<file path="config.mk">
export PLATFORM = sky130hd
export DESIGN_NAME = tick_scheduler
export DESIGN_NICKNAME = d
export VERILOG_FILES = /design/src/rtl/tick_scheduler.sv
export SDC_FILE = /design/constraint.sdc
export NUM_CORES = 1
export LEC_CHECK = 0
export CAP_MARGIN = 30
export CELL_PAD_IN_SITES_DETAIL_PLACEMENT = 0
export CELL_PAD_IN_SITES_GLOBAL_PLACEMENT = 1
export CORE_MARGIN = 4
export CORE_UTILIZATION = 30
export CTS_CLUSTER_SIZE = 28
export DETAILED_ROUTE_END_ITERATION = 8
export PLACE_DENSITY = 0.56
export SYNTH_ARGS = -nofsm -noshare
export SYNTH_HDL_FRONTEND = slang
export SYNTH_SLANG_ARGS = --single-unit
</file>
<file path="constraint.sdc">
create_clock -name clk_in -period 8.9 [get_ports clk_in]
set_clock_uncertainty 0.2 [all_clocks]
set_input_delay 0.89 -clock clk_in [delete_from_list [all_inputs] [get_ports clk_in]]
set_output_delay 0.89 -clock clk_in [all_outputs]
set_load 0.01 [all_outputs]
</file>
<file path="src/rtl/tick_scheduler.sv">
// Multi-channel tick generator: each channel divides clk_in by a programmable
// value and emits a registered one-cycle enable pulse while the scheduler runs.
// Divide values may only be changed while idle or paused.
module tick_scheduler #(
  parameter int unsigned NUM_CH      = 3,
  parameter int unsigned CNT_W       = 16,
  parameter int unsigned DEFAULT_DIV = 2
) (
  input  logic              clk_in,
  input  logic              reset,
  input  logic              start,
  input  logic              pause,
  input  logic              stop,
  input  logic              cfg_valid,
  input  logic [1:0]        cfg_ch,
  input  logic [CNT_W-1:0]  cfg_div,
  output logic              cfg_ready,
  output logic              cfg_err,
  output logic [NUM_CH-1:0] tick,
  output logic [1:0]        state
);

  typedef enum logic [1:0] {
    StIdle   = 2'b00,
    StRun    = 2'b01,
    StPaused = 2'b10
  } state_e;

  state_e             state_q, state_d;
  logic [CNT_W-1:0]   cnt_q [NUM_CH];
  logic [CNT_W-1:0]   cnt_d [NUM_CH];
  logic [CNT_W-1:0]   div_q [NUM_CH];
  logic [CNT_W-1:0]   div_d [NUM_CH];
  logic [NUM_CH-1:0]  tick_q, tick_d;
  logic               cfg_err_q, cfg_err_d;
  logic               cfg_accept;
  logic               cfg_ok;
  logic               counting;

  // Next-state decode; stop always wins, the unused encoding falls back to idle.
  always_comb begin
    state_d = state_q;
    case (state_q)
      StIdle: begin
        if (start && !stop) state_d = StRun;
      end
      StRun: begin
        if (stop)       state_d = StIdle;
        else if (pause) state_d = StPaused;
      end
      StPaused: begin
        if (stop)       state_d = StIdle;
        else if (start) state_d = StRun;
      end
      default: state_d = StIdle;
    endcase
  end

  assign cfg_ready  = (state_q == StIdle) || (state_q == StPaused);
  assign cfg_accept = cfg_valid && cfg_ready;
  assign cfg_ok     = (cfg_div != '0) && (32'(cfg_ch) < NUM_CH);
  // Only edges that stay in RUN advance the counters, so the pause edge keeps
  // the count and a resume continues without losing or adding a pulse.
  assign counting   = (state_q == StRun) && (state_d == StRun);

  // Per-channel counter/divider next state and tick generation.
  always_comb begin
    tick_d    = '0;
    cfg_err_d = cfg_accept && !cfg_ok;
    for (int i = 0; i < NUM_CH; i++) begin
      div_d[i] = div_q[i];
      cnt_d[i] = cnt_q[i];
      if (cfg_accept && cfg_ok && (cfg_ch == 2'(i))) begin
        div_d[i] = cfg_div;
        cnt_d[i] = '0;
      end
      if (counting) begin
        if (cnt_q[i] == div_q[i] - CNT_W'(1)) begin
          cnt_d[i]  = '0;
          tick_d[i] = 1'b1;
        end else begin
          cnt_d[i] = cnt_q[i] + CNT_W'(1);
        end
      end
      if (state_d == StIdle) cnt_d[i] = '0;
    end
  end

  // State, counters, dividers and registered outputs.
  always_ff @(posedge clk_in or negedge reset) begin
    if (!reset) begin
      state_q   <= StIdle;
      tick_q    <= '0;
      cfg_err_q <= 1'b0;
      for (int i = 0; i < NUM_CH; i++) begin
        cnt_q[i] <= '0;
        div_q[i] <= CNT_W'(DEFAULT_DIV);
      end
    end else begin
      state_q   <= state_d;
      tick_q    <= tick_d;
      cfg_err_q <= cfg_err_d;
      for (int i = 0; i < NUM_CH; i++) begin
        cnt_q[i] <= cnt_d[i];
        div_q[i] <= div_d[i];
      end
    end
  end

  assign tick    = tick_q;
  assign cfg_err = cfg_err_q;
  assign state   = state_q;

endmodule

</file>
Met1 routing:
Scale bar: 50 microns. Supply wires on this layer in gray.
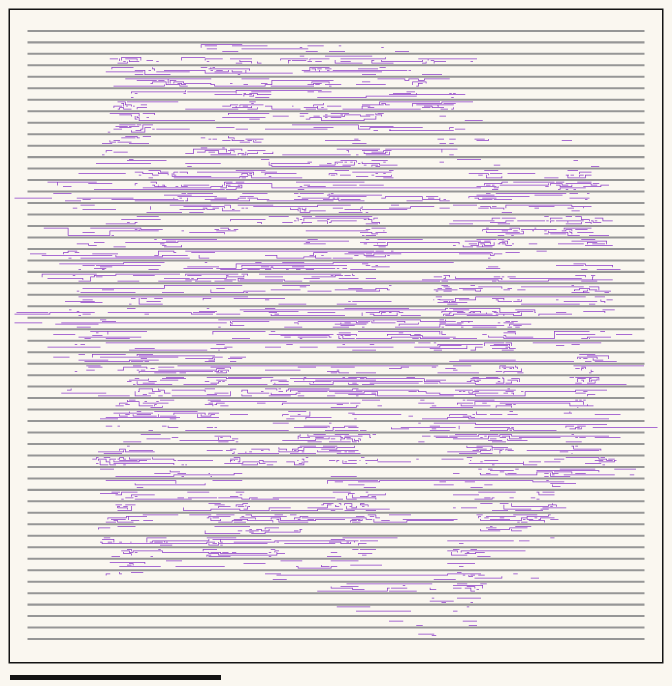
longest straight run: 73.1 microns
share of all routed wire: 50%
Vias: 5116
final wirelength: 16900 microns

Signal wires on met2:
Cells faint in the background.
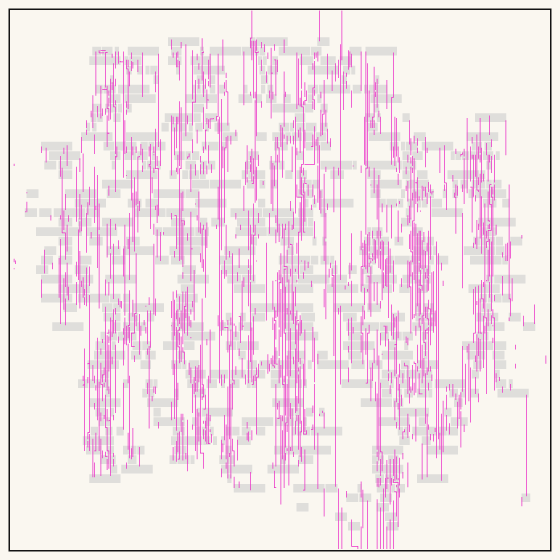
nets with wire on the layer: 596
share of all routed wire: 46%
wire length on this layer: 7770 microns
M2 GR Usage: 23.7%

==> run summary <==
flow finished, numbers: outcome=complete, no violations, Die W=155 microns, crit path to=cnt_q[7]$_DFFE_PN0P_, arrival time at the worst endpoint=3.95 ns, Setup crit end kind=flip-flop, antenna-violating nets left=0, FILL cells=2176, r2r endpoint=cnt_q[31]$_DFFE_PN0P_, Largest delay share family, worst path=simple AND/OR/NAND/NOR gates, CP startpoint=cfg_div[0], Commonest Layout Cell=dfrtp_1, FF-to-FF Start=div_q[24]$_DFFE_PN0P_, nets@finish=721, fraction of registers with async set/reset=100%, max-capacitance violation count=0, worst slew margin relative to its limit=43.4%, Non-clk invs=25, Data buffer area share=4.76%, Clock Path Buffers=2, comb pwr=311 uW, worst path bufs/invs=2, Max rail drop VDD=0.0000762 V, CP cell instances=clkdlybuf4s50_1, nor4_1, nand4_1, nor2b_1, nand3b_1, nor2b_1, buf_4, o21ba_2, o22ai_1, first-pass GRT wire length=28300 microns, initial DRC count=204, number of remaining DRC errors=0, Flop area=2560 sq um, die height=155 microns, tap cells=275, hold-fix buffers at CTS=0, clock-pin slew on the worst setup and hold paths=0.08 ns, Clk pwr share=30.3%, Dominant cell area share=38.4%, global route overflow=0, Seq area share=35.1%, hold path start=div_q[47]$_DFFE_PN0P_, Final Hold Fails=0, core area=21100 sq um, total sequential power=611 uW, Setup crit start kind=input pin, Setup TNS Final=0 ns, routability cong.=0.799, Cell Rows=53, Power Density=181 nW/um^2, Area Overhead vs Synth=13.0%, hold slack=0.339 ns, Floorplan Nets=702, Slew @ Worst Pin=0.847 ns, GR peak layer=met2, CTS Buf Count=9, count leader, synth=dfrtp_1, Simple-Gate Fraction of Synth Area=24.7%, grt met1 use=20.6%, logic area=3650 sq um, cell class ranked first by area=combinational gates, final instance area=7280 sq um, Clock buffer cells=10, Largest Pwr Group=registers, DRT met1 WL=8540 microns, clock group power=400 uW, R2R Setup Slk=5.33 ns, Hold Path End=div_q[47]$_DFFE_PN0P_, AND-OR/OR-AND share of the synthesized area=13.6%, Critical Path Most Common Cell=nor2b_1, Adder Share, Synth=1.32%, synthesized flop and latch total=102, placed cell area=6990 sq um, GR Util All Layers=14.7%, multi-input gates=517, Crit Path Max Fanout=17, Max stage delay on crit path=0.64 ns, mux frac, synth=10.2%, Syn Std Cell Area=6440 sq um, Init Core Util=30.6%, Yosys warning count=0, Synth Seq Share=39.7%, clk sinks=102, Final Critical Period=3.87 ns, worst hold path depth=1, antenna violations before repair=0, met3 wire len=429 microns, Setup WS post-layout=5.03 ns, wire length per cell=17.4 microns
Met3 routing:
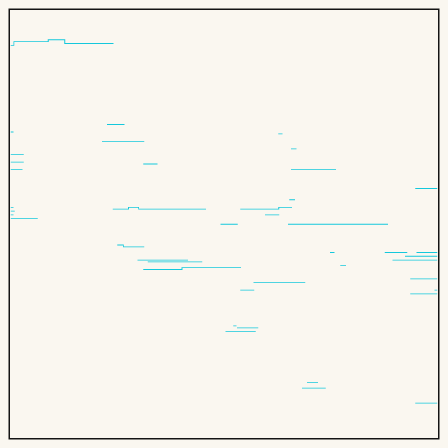
nets with wire on the layer: 32
longest straight run: 35.9 microns
met3 usage: 2.60%

Power and IR drop assume default switching activity.
